==> run_1/congestion_map.png <==
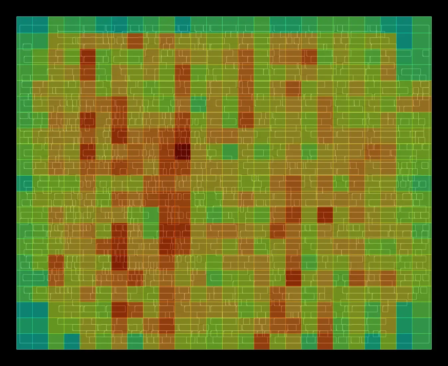
==> run_1/port_trees.png <==
Scale bar: 50 um.
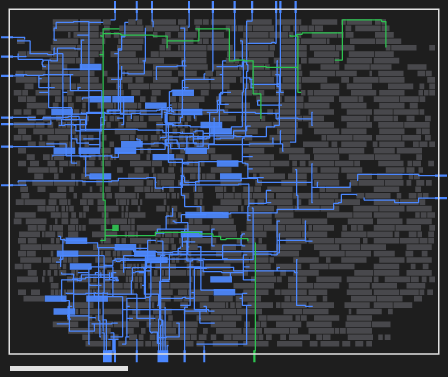
==> run_1/ff_map.png <==
Scale bar: 50 um. Other sequential cells in the stronger grey, the rest of the logic in the fainter grey.
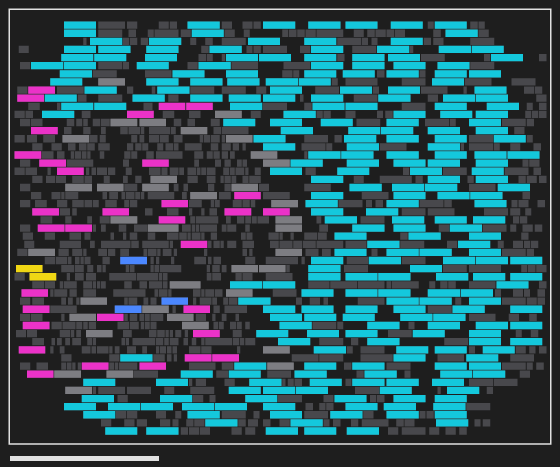
### config.mk
export PLATFORM = sky130hd
export DESIGN_NAME = ifetch_flat
export DESIGN_NICKNAME = d
export VERILOG_FILES = /design/src/rtl/sisc_pkg.sv /design/src/rtl/ifetch_if.sv /design/src/rtl/fetch_fifo.sv /design/src/rtl/ifetch.sv /design/src/flat_wrapper.sv
export SDC_FILE = /design/constraint.sdc
export NUM_CORES = 1
export LEC_CHECK = 0
export CORE_ASPECT_RATIO = 0.8
export CORE_UTILIZATION = 55
export CTS_BUF_LIST = sky130_fd_sc_hd__clkbuf_16
export DETAILED_ROUTE_END_ITERATION = 8
export PLACE_DENSITY_LB_ADDON = 0.12
export SLEW_MARGIN = 20
export SYNTH_ARGS = -nofsm -noshare
export SYNTH_HDL_FRONTEND = slang
export SYNTH_SLANG_ARGS = --single-unit
### constraint.sdc
create_clock -name clk -period 4.3 [get_ports clk]
set_input_delay 0.86 -clock clk [delete_from_list [all_inputs] [get_ports clk]]
set_output_delay 0.86 -clock clk [all_outputs]
set_load 0.1 [all_outputs]
### src/rtl/sisc_pkg.sv
// Shared SISC core definitions: datapath widths, the fetch FSM state type
// and the word-address increment used by the fetch unit.
package sisc_pkg;

  localparam int INSTR_W = 32;
  localparam int ADDR_W  = 32;

  typedef enum logic [1:0] {
    FS_IDLE,
    FS_WAIT,
    FS_DROP
  } fetch_state_e;

  // Word addresses wrap from all-ones back to zero.
  function automatic logic [ADDR_W-1:0] nextWordAddr(input logic [ADDR_W-1:0] addr);
    return addr + ADDR_W'(1);
  endfunction

endpackage

### src/rtl/ifetch_if.sv
// Fetch-unit bus: instruction-memory req/ack side plus the instruction
// register / branch-control side. The master modport is the fetch unit.
interface ifetch_if;
  import sisc_pkg::*;

  logic                mem_req;
  logic [ADDR_W-1:0]   mem_addr;
  logic                mem_ack;
  logic [INSTR_W-1:0]  mem_data;
  logic                instr_vld;
  logic [INSTR_W-1:0]  instr_out;
  logic [ADDR_W-1:0]   instr_pc;
  logic                ir_load;
  logic                redirect;
  logic [ADDR_W-1:0]   redirect_addr;
  logic                halt;

  modport master (
    output mem_req, mem_addr, instr_vld, instr_out, instr_pc,
    input  mem_ack, mem_data, ir_load, redirect, redirect_addr, halt
  );

  modport slave (
    input  mem_req, mem_addr, instr_vld, instr_out, instr_pc,
    output mem_ack, mem_data, ir_load, redirect, redirect_addr, halt
  );

endinterface

### src/rtl/fetch_fifo.sv
// Prefetch queue of {address, instruction} entries with a synchronous flush.
// Simultaneous push and pop are accepted at any fill level, including full.
module fetch_fifo
  import sisc_pkg::*;
#(
  parameter int DEPTH = 4,
  parameter int CW    = $clog2(DEPTH) + 1
) (
  input  logic                      clk,
  input  logic                      rst_f,
  input  logic                      flush_i,
  input  logic                      push_i,
  input  logic [ADDR_W+INSTR_W-1:0] wdata_i,
  input  logic                      pop_i,
  output logic [ADDR_W+INSTR_W-1:0] rdata_o,
  output logic [CW-1:0]             count_o,
  output logic                      full_o,
  output logic                      empty_o
);

  localparam int PW = $clog2(DEPTH);
  localparam logic [CW-1:0] DEPTH_C = CW'(DEPTH);

  logic [ADDR_W+INSTR_W-1:0] store_q [DEPTH];
  logic [PW-1:0]             wrPtr_q;
  logic [PW-1:0]             rdPtr_q;
  logic [CW-1:0]             count_q;

  always_ff @(posedge clk or negedge rst_f) begin
    if (!rst_f) begin
      wrPtr_q <= '0;
      rdPtr_q <= '0;
      count_q <= '0;
    end else if (flush_i) begin
      wrPtr_q <= '0;
      rdPtr_q <= '0;
      count_q <= '0;
    end else begin
      if (push_i) wrPtr_q <= wrPtr_q + PW'(1);
      if (pop_i)  rdPtr_q <= rdPtr_q + PW'(1);
      case ({push_i, pop_i})
        2'b10:   count_q <= count_q + CW'(1);
        2'b01:   count_q <= count_q - CW'(1);
        default: count_q <= count_q;
      endcase
    end
  end

  // Storage carries no reset; the pointers and count define what is valid.
  always_ff @(posedge clk) begin
    if (push_i && !flush_i) store_q[wrPtr_q] <= wdata_i;
  end

  assign rdata_o = store_q[rdPtr_q];
  assign count_o = count_q;
  assign full_o  = (count_q == DEPTH_C);
  assign empty_o = (count_q == '0);

endmodule

### src/rtl/ifetch.sv
// Instruction fetch unit: req/ack fetch FSM, address counter and prefetch queue.
// Define FETCH_BYPASS_EN to forward an acked word straight out when the queue is empty.
module ifetch
  import sisc_pkg::*;
#(
  parameter int               DEPTH    = 4,
  parameter logic [ADDR_W-1:0] RESET_PC = '0
) (
  input logic       clk,
  input logic       rst_f,
  ifetch_if.master  bus
);

  localparam int CW = $clog2(DEPTH) + 1;
  localparam logic [CW-1:0] DEPTH_C = CW'(DEPTH);

  fetch_state_e              state_q;
  logic                      req_q;
  logic [ADDR_W-1:0]         addr_q;
  logic [ADDR_W-1:0]         pendAddr_q;

  logic                      ackFire;
  logic                      bypass;
  logic                      bypassTake;
  logic                      pushEn;
  logic                      popEn;
  logic [CW-1:0]             count;
  logic [CW-1:0]             countNext;
  logic                      empty;
  logic                      full;
  logic [ADDR_W+INSTR_W-1:0] headEntry;

  assign ackFire = req_q && bus.mem_ack;

`ifdef FETCH_BYPASS_EN
  assign bypass = empty && (state_q == FS_WAIT) && ackFire && !bus.redirect;
`else
  assign bypass = 1'b0;
`endif

  assign bypassTake = bypass && bus.ir_load;
  assign pushEn     = (state_q == FS_WAIT) && ackFire && !bypassTake;
  assign popEn      = bus.ir_load && !empty;
  assign countNext  = count + CW'(pushEn) - CW'(popEn);

  fetch_fifo #(
    .DEPTH (DEPTH),
    .CW    (CW)
  ) u_fifo (
    .clk     (clk),
    .rst_f   (rst_f),
    .flush_i (bus.redirect),
    .push_i  (pushEn),
    .wdata_i ({addr_q, bus.mem_data}),
    .pop_i   (popEn),
    .rdata_o (headEntry),
    .count_o (count),
    .full_o  (full),
    .empty_o (empty)
  );

  // In FS_DROP mem_addr must hold the outstanding address, so the redirect
  // target waits in pendAddr_q until the stale ack arrives.
  always_ff @(posedge clk or negedge rst_f) begin
    if (!rst_f) begin
      state_q    <= FS_IDLE;
      req_q      <= 1'b0;
      addr_q     <= RESET_PC;
      pendAddr_q <= RESET_PC;
    end else if (bus.redirect) begin
      case (state_q)
        FS_WAIT: begin
          if (ackFire) begin
            state_q <= FS_IDLE;
            req_q   <= 1'b0;
            addr_q  <= bus.redirect_addr;
          end else begin
            state_q    <= FS_DROP;
            pendAddr_q <= bus.redirect_addr;
          end
        end
        FS_DROP: begin
          if (ackFire) begin
            addr_q <= bus.redirect_addr;
            if (!bus.halt) begin
              state_q <= FS_WAIT;
              req_q   <= 1'b1;
            end else begin
              state_q <= FS_IDLE;
              req_q   <= 1'b0;
            end
          end else begin
            pendAddr_q <= bus.redirect_addr;
          end
        end
        default: begin
          state_q <= FS_IDLE;
          req_q   <= 1'b0;
          addr_q  <= bus.redirect_addr;
        end
      endcase
    end else begin
      case (state_q)
        FS_IDLE: begin
          if (!bus.halt && !full) begin
            state_q <= FS_WAIT;
            req_q   <= 1'b1;
          end
        end
        FS_WAIT: begin
          if (ackFire) begin
            addr_q <= nextWordAddr(addr_q);
            if (!bus.halt && (countNext < DEPTH_C)) begin
              state_q <= FS_WAIT;
              req_q   <= 1'b1;
            end else begin
              state_q <= FS_IDLE;
              req_q   <= 1'b0;
            end
          end
        end
        FS_DROP: begin
          if (ackFire) begin
            addr_q <= pendAddr_q;
            if (!bus.halt && (countNext < DEPTH_C)) begin
              state_q <= FS_WAIT;
              req_q   <= 1'b1;
            end else begin
              state_q <= FS_IDLE;
              req_q   <= 1'b0;
            end
          end
        end
        default: begin
          state_q <= FS_IDLE;
          req_q   <= 1'b0;
        end
      endcase
    end
  end

  assign bus.mem_req  = req_q;
  assign bus.mem_addr = addr_q;

  always_comb begin
    bus.instr_vld = !empty;
    bus.instr_out = empty ? '0 : headEntry[INSTR_W-1:0];
    bus.instr_pc  = empty ? '0 : headEntry[ADDR_W+INSTR_W-1:INSTR_W];
    if (bypass) begin
      bus.instr_vld = 1'b1;
      bus.instr_out = bus.mem_data;
      bus.instr_pc  = addr_q;
    end
  end

endmodule

### src/flat_wrapper.sv
// flat-port wrapper written by rule: the top's interface ports become plain ports
module ifetch_flat import sisc_pkg::*;
#(
  parameter int               DEPTH    = 4,
  parameter logic [ADDR_W-1:0] RESET_PC = '0
)
  (clk, rst_f, bus_mem_req, bus_mem_addr, bus_instr_vld, bus_instr_out, bus_instr_pc, bus_mem_ack, bus_mem_data, bus_ir_load, bus_redirect, bus_redirect_addr, bus_halt);
  ifetch_if bus_i ();
  input logic clk;
  input logic rst_f;
  output wire logic [$bits(bus_i.mem_req)-1:0] bus_mem_req;
  output wire logic [$bits(bus_i.mem_addr)-1:0] bus_mem_addr;
  output wire logic [$bits(bus_i.instr_vld)-1:0] bus_instr_vld;
  output wire logic [$bits(bus_i.instr_out)-1:0] bus_instr_out;
  output wire logic [$bits(bus_i.instr_pc)-1:0] bus_instr_pc;
  input wire logic [$bits(bus_i.mem_ack)-1:0] bus_mem_ack;
  input wire logic [$bits(bus_i.mem_data)-1:0] bus_mem_data;
  input wire logic [$bits(bus_i.ir_load)-1:0] bus_ir_load;
  input wire logic [$bits(bus_i.redirect)-1:0] bus_redirect;
  input wire logic [$bits(bus_i.redirect_addr)-1:0] bus_redirect_addr;
  input wire logic [$bits(bus_i.halt)-1:0] bus_halt;
  assign bus_mem_req = bus_i.mem_req;
  assign bus_mem_addr = bus_i.mem_addr;
  assign bus_instr_vld = bus_i.instr_vld;
  assign bus_instr_out = bus_i.instr_out;
  assign bus_instr_pc = bus_i.instr_pc;
  assign bus_i.mem_ack = bus_mem_ack;
  assign bus_i.mem_data = bus_mem_data;
  assign bus_i.ir_load = bus_ir_load;
  assign bus_i.redirect = bus_redirect;
  assign bus_i.redirect_addr = bus_redirect_addr;
  assign bus_i.halt = bus_halt;
  ifetch #(.DEPTH(DEPTH), .RESET_PC(RESET_PC)) u_core (.clk(clk), .rst_f(rst_f), .bus(bus_i));
endmodule
==> ci_impl_report.md, run 1 <==
### Metrics collected by this job

| Metric | Value |
|---|---|
| Status | finished clean |
| Yosys simple share | 0.0836 |
| Tool warnings | 33 |
| CTS Buffer Depth | 3 |
| DR WL/cell | 22.0 um |
| Post-CTS Hold Buffers | 0 |
| Vias in the first global route | 8391 |
| Clock Latency Late Sink | 0.52 ns |
| Final Hold Viols | 0 |
| Synthesized area per cell | 16.4 um2 |
| Drt pass-1 iters | 5 |
| GRT overflow | 0 |
| Post-placement cell count | 1317 |
| DR vias | 8225 |
| Initial DRC Count | 612 |
| Routing usage on met2 | 0.371 |
| Crit end category | output port |
| Post-synth top area cell | edfxtp_1 |
| Max frequency | 272 MHz |
| Row cnt | 51 |
| Hpwl dp | 18900 um |
| Crit path DAT | 2.81 ns |
| Cell with the most instances after synthesis | edfxtp_1 |
| Hold/Removal Path Class | in -> async |
| Total CTS buffers | 34 |
| Ys flops | 330 |
| FF-to-FF path depth | 10 |
| Most frequent logic cells in the routed design | 256 x edfxtp_1, 102 x clkdlybuf4s50_1, 79 x buf_4 |
| Yosys chip area | 14100 um2 |
| Max_cap viols | 0 |
| DRT antenna net count | 0 |
| Die width | 181 um |
| Setup CP Type | reg -> out |
| N_diodes | 0 |
| Area Overhead vs Synth | 22.0% |
| Main synth FF type | edfxtp_1 |
| Antenna violations before repair | 0 |
| Highest routed layer | met4 |
| Drt drc | 0 |
| Top cell area share | 0.546 |
| Worst-Margin Slew | 1.03 ns |
| Layout cell share with drive strength beyond 1 | 0.235 |
| Final worst slack | 0.628 ns |
| RSZ-0062 raised after global routing | no |
| Fin crit period | 3.67 ns |
| Fin Hold WS | 0.492 ns |
| Placer Congestion | 0.842 |
| DR WL met3 | 1820 um |
| Post-CTS sizing | 0 |
| CP required | 3.44 ns |
| Setup TNS | 0 ns |
| Async set-reset flop share out of synthesis | 0.224 |
| Met2 WL | 14300 um |
| Die H | 145 um |
| Initial Util | 0.569 |
| Post-synthesis mux area share | 0.135 |
| Core ar. | 24800 um2 |
| M1 wire length | 13700 um |
| Fin crit share | 0.854 |
| CTS H-tree lvls | 2 |
| Final-stage net count | 1118 |
| First-pass GRT wire length | 48100 um |
| Main logic family | multiplexers |
| Top cells by count | 256 x edfxtp_1, 74 x dfrtp_1, 72 x and2_1, 64 x mux4_2 |
| Final Skew | 0.0186 ns |
| Clock sink total | 330 |
| Setup Fix Bufs, Post-CTS | 0 |
| Post-synthesis cell count | 860 |
| Vias per cell | 5.96 |
| Net count after synthesis | 943 |
| Slew headroom | 0.309 |
| Most Used Layer, Global Route | met2 |
| Chip area | 26300 um2 |
| Distinct cells, synth | 67 |
| Mapped Area | 14100 um2 |
| Worst-path fanout max | 24 |
| Max Slew Vio Count | 0 |
About congestion_map.png:
fin util: 0.694
met3 GRT Util: 0.0387
met1 Usage GRT: 0.357

About port_trees.png:
legend:
  green:
    port: `bus_instr_vld`
    bits: 1
    direction: output
    end_cells: 1
    buffers: 1
    wire: 457 um
  blue:
    port: `bus_mem_addr`
    bits: 32
    direction: output
    end_cells: 32
    buffers: 32
    wire: 4080 um
number of I/O pins: 168
Buffers on Ports: 167

About ff_map.png:
legend:
  cyan:
    netlist_name: `u_core.u_fifo.store_q`
    sequential_cells: 256
    where: spread over the die
  magenta:
    netlist_name: `u_core.pendAddr_q`
    sequential_cells: 32
  yellow:
    netlist_name: `u_core.state_q`
    sequential_cells: 2
  blue:
    netlist_name: `u_core.u_fifo.count_o`
    sequential_cells: 3
Seq/total area: 0.556
register area: 9550 um2

==> run 1: layout make-up <==
cell class | instances | area (um2)
clock buffer | 35 | 876
timing repair buffer | 186 | 1710
inverter | 16 | 60.1
multi-input combinational | 467 | 4300
fill | 1661 | 7580
tap | 318 | 398
sequential | 330 | 9550
clock inverter | 27 | 284
==> run 1: sequential cells by signal (all words and copies together), names as in the netlist <==
signal and count:
u_core.u_fifo.store_q 256, u_core.bus.mem_addr 32, u_core.pendAddr_q 32, u_core.u_fifo.count_o 3, u_core.state_q 2, u_core.u_fifo.rdPtr_q 2, u_core.u_fifo.wrPtr_q 2, u_core.bus.mem_req 1
==> run 1: worst paths after layout <==
path | from | end | slack, ns
hold reg to reg | u_core.pendAddr_q[30] | u_core.pendAddr_q[30] | 0.50
setup reg to reg | u_core.u_fifo.count_o[1] | u_core.bus.mem_req | 1.21
min in group clk | u_core.pendAddr_q[30] | u_core.pendAddr_q[30] | 0.50
max in group asynchronous | rst_f | u_core.u_fifo.rdPtr_q[1] | 3.08
setup / recovery | u_core.u_fifo.count_o[1] | bus_instr_vld | 0.63
hold / removal | rst_f | u_core.pendAddr_q[27] | 0.49
==> run 1: cells by family (layout without fill, tap and decap cells) <==
kind of cell,Yosys count,after routing
flops,330,330
mux,105,105
simple gates,203,203
compound gates,128,128
fa+ha+maj,13,13
xor+xnor,18,18
buf+inv,63,264
==> run 1: critical path, cell delays in order (launching register included) <==
cell and delay [ns]:
dfrtp_1 0.46, or3_2 0.75, clkdlybuf4s50_1 1.09
--- run 2 (diff from run 1) ---
==> constraint.sdc (replaced) <==
create_clock -name clk -period 4.3 [get_ports clk]
set_input_delay 1.29 -clock clk [delete_from_list [all_inputs] [get_ports clk]]
set_output_delay 1.29 -clock clk [all_outputs]
set_load 0.1 [all_outputs]
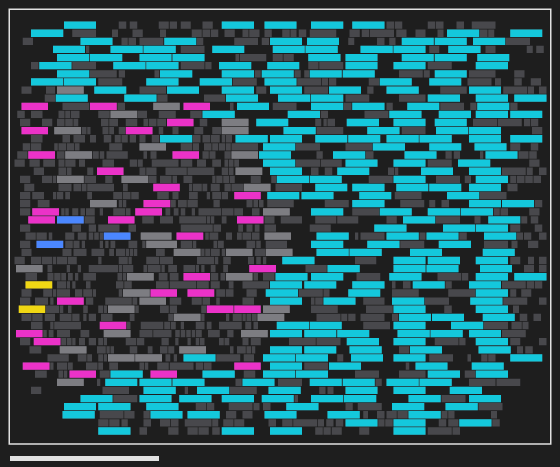
(run_2/ff_map.png)
Scale bar: 50 um. Other sequential cells in the stronger grey, the rest of the logic in the fainter grey.
legend:
  magenta:
    netlist_name: `u_core.pendAddr_q`
    sequential_cells: 32
  cyan:
    netlist_name: `u_core.u_fifo.store_q`
    sequential_cells: 256
    where: spread over the die
  blue:
    netlist_name: `u_core.u_fifo.count_o`
    sequential_cells: 3
  yellow:
    netlist_name: `u_core.state_q`
    sequential_cells: 2
not coloured: 37
Seq/total area: 0.557
fin util: 0.692

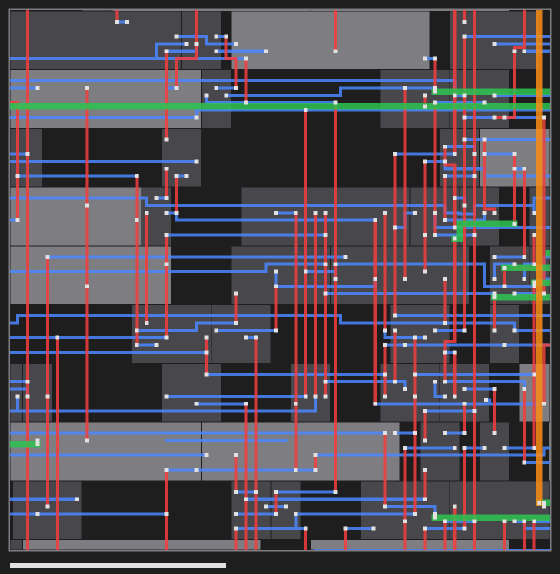
(run_2/closeup.png)
Scale bar: 10 um. Region (33, 24) to (58, 49) um. Cells in grey, sequential cells in the stronger grey; small squares are vias.
legend:
  green:
    layer: M3
  blue:
    layer: M1
  red:
    layer: M2
  orange:
    layer: M4
cells with their middle in the window: 39
sequential cells in the window: 6
most frequent: dfrtp_1 (6), a21oi_1 (4), nand2_1 (4)
netlist names of flops here include: `u_core.bus.mem_addr` (5), `u_core.pendAddr_q` (1)

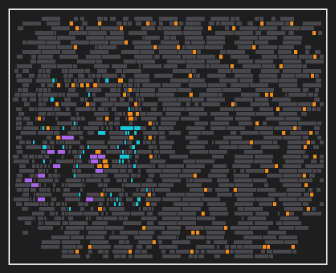
(run_2/gates.png)
legend:
  purple:
    family: fa/ha/maj cells
    cells: 13
    most_used: ha_1
    where: left middle
  cyan:
    family: nor cells
    cells: 43
    most_used: nor2_1
  orange:
    family: and/or cells
    cells: 94
    most_used: and2_1
    where: spread over the die
Non-Filler Instances: 1381
fraction of area in multi-input gates: 0.251

==> run 2 against run 1 <==
Effect of this change: utilization fell by 0.21 points; clock skew shrank 0.0062 ns; global-route usage increased by 0.18 points; clock-buffer cell count is the same; area after synthesis did not move; critical path type unchanged.
==> ci_impl_report.md, run 2 <==
### Metrics collected by this job

| Metric | Value |
|---|---|
| Status | finished clean |
| Ys flops | 330 (unchanged) |
| Antenna violations before repair | 0 (unchanged) |
| Post-synth top area cell | edfxtp_1 |
| Final-stage net count | 1122 (+0.36%) |
| Main synth FF type | edfxtp_1 |
| Pin count of the biggest net entering global routing | 75 |
| Main logic family | multiplexers |
| Clock Latency Late Sink | 0.51 ns (about the same) |
| Clock sink total | 330 (unchanged) |
| Post-synthesis cell count | 860 (unchanged) |
| Placer Congestion | 0.847 (+0.58%) |
| Most frequent logic cells in the routed design | 256 x edfxtp_1, 89 x buf_4, 88 x clkdlybuf4s50_1 |
| DRT antenna net count | 0 (unchanged) |
| Initial DRC Count | 575 (-6.0%) |
| Post-synthesis mux area share | 0.135 (unchanged) |
| Max_cap viols | 0 (unchanged) |
| Total CTS buffers | 34 (unchanged) |
| Hpwl dp | 19200 um (+1.4%) |
| Setup Fix Bufs, Post-CTS | 0 (unchanged) |
| Async set-reset flop share out of synthesis | 0.224 (unchanged) |
| Yosys simple share | 0.0836 (unchanged) |
| Worst-Margin Slew | 1.05 ns (+0.0209 ns) |
| Top cell area share | 0.546 (unchanged) |
| Fin crit period | 3.83 ns (+0.154 ns) |
| Crit path DAT | 2.54 ns (-0.27 ns) |
| Synthesized area per cell | 16.4 um2 (unchanged) |
| RSZ-0062 raised after global routing | no |
| CTS Buffer Depth | 3 (unchanged) |
| FF-to-FF setup slack | 1.19 ns (-0.02 ns) |
| CP required | 3.01 ns (-0.43 ns) |
| Chip area | 26300 um2 (unchanged) |
| Mapped Area | 14100 um2 (unchanged) |
| DR WL/cell | 22.2 um (+1.1%) |
| DR vias | 8319 (+1.1%) |
| N_diodes | 0 (unchanged) |
| Slew headroom | 0.295 (-0.0140) |
| Post-placement cell count | 1321 (+0.30%) |
| Fin crit share | 0.890 (+0.0357) |
| Area Overhead vs Synth | 21.6% |
| Final worst slack | 0.474 ns (-0.154 ns) |
| Biggest register | u_core.u_fifo.store_q |
| Layout cell share with drive strength beyond 1 | 0.251 (+0.0165) |
| Die H | 145 um (unchanged) |
| Number of I/O pins | 168 (unchanged) |
| Crit end category | output port |
| Drt drc | 0 (unchanged) |
| Worst-path fanout max | 35 (+46%) |
| Fin Hold WS | 0.503 ns (+0.0114 ns) |
| Top cells by count | 256 x edfxtp_1, 74 x dfrtp_1, 72 x and2_1, 64 x mux4_2 |
| Net count after synthesis | 943 (unchanged) |
| Post-CTS Hold Buffers | 0 (unchanged) |
| Tool warnings | 33 (unchanged) |
| Worst-path cell chain | or3_2 -> buf_12 -> and2_1 -> buf_4 |
| Setup CP Type | reg -> out |
| Distinct cells, synth | 67 (unchanged) |
| Reg clk slew, reported paths | 0.06 ns |
| Initial Util | 0.569 (unchanged) |
| Yosys chip area | 14100 um2 (unchanged) |
| Slowest CP cell | or3_2 |
| Post-CTS sizing | 0 (unchanged) |
| Hold/Removal Path Class | reg -> reg |
| Vias in the first global route | 8315 (-0.91%) |
| GRT overflow | 0 (unchanged) |
| Drt pass-1 iters | 5 (unchanged) |
| Buffers on Ports | 167 (unchanged) |
| Core ar. | 24800 um2 (unchanged) |
| Die width | 181 um (unchanged) |
| Max incr delay on CP | 0.83 ns (-0.26 ns) |
| Cell with the most instances after synthesis | edfxtp_1 |
| First-pass GRT wire length | 48100 um (+0.16%) |
| Row cnt | 51 (unchanged) |
| Vias per cell | 6.02 (+1.0%) |
| CTS H-tree lvls | 2 (unchanged) |
| Final Skew | 0.0124 ns (-0.00617 ns) |
run 2: cell counts after synthesis:
No cell type changed its count.
run 2: worst max-delay path, delay by kind of cell (launching register included):
family	cells	cell delay, ns
buf+inv	2	0.55
simple gates	2	1.01
flops	1	0.46
run 2: cell type report:
| cell class | instances | area [um2] |
|---|---|---|
| Clock buffer | 35 | 876 |
| Sequential cell | 330 | 9550 |
| Tap cell | 318 | 398 |
| Fill cell | 1649 | 7630 |
| Timing Repair Buffer | 190 | 1810 |
| Multi-Input combinational cell | 467 | 4300 |
| Clock inverter | 25 | 138 |
| Inverter | 16 | 60.1 |
run 2: kinds of logic after synthesis:
family	count (synthesis)
DFF	330
and+or+nand+nor	203
AOI/OAI and AO/OA	128
muxes	105
buffers and inverters	63
xor gates and xnor gates	18
adders and majority gates	13
run 2: path summary, 6_finish.rpt:
kind,startpoint,endpoint,cells after the start
max,u_core.u_fifo.count_o[1],bus_instr_pc[19],4
max reg2reg,u_core.u_fifo.count_o[1],u_core.bus.mem_req,10
min reg2reg,u_core.pendAddr_q[4],u_core.pendAddr_q[4],1
min,u_core.pendAddr_q[4],u_core.pendAddr_q[4],1
max in group asynchronous,rst_f,u_core.u_fifo.rdPtr_q[1],1
min in group asynchronous,rst_f,u_core.pendAddr_q[29],1
run 2: routing by layer:
| metal | routed length [um] | part of all wire | GRT usage |
|---|---|---|---|
| met1 | 13500 | 0.44 | 0.357 |
| met2 | 14400 | 0.47 | 0.368 |
| met4 | 641 | 0.021 | 0.0692 |
| met3 | 2120 | 0.069 | 0.0427 |
| met5 | 0 | 0 | 0 |
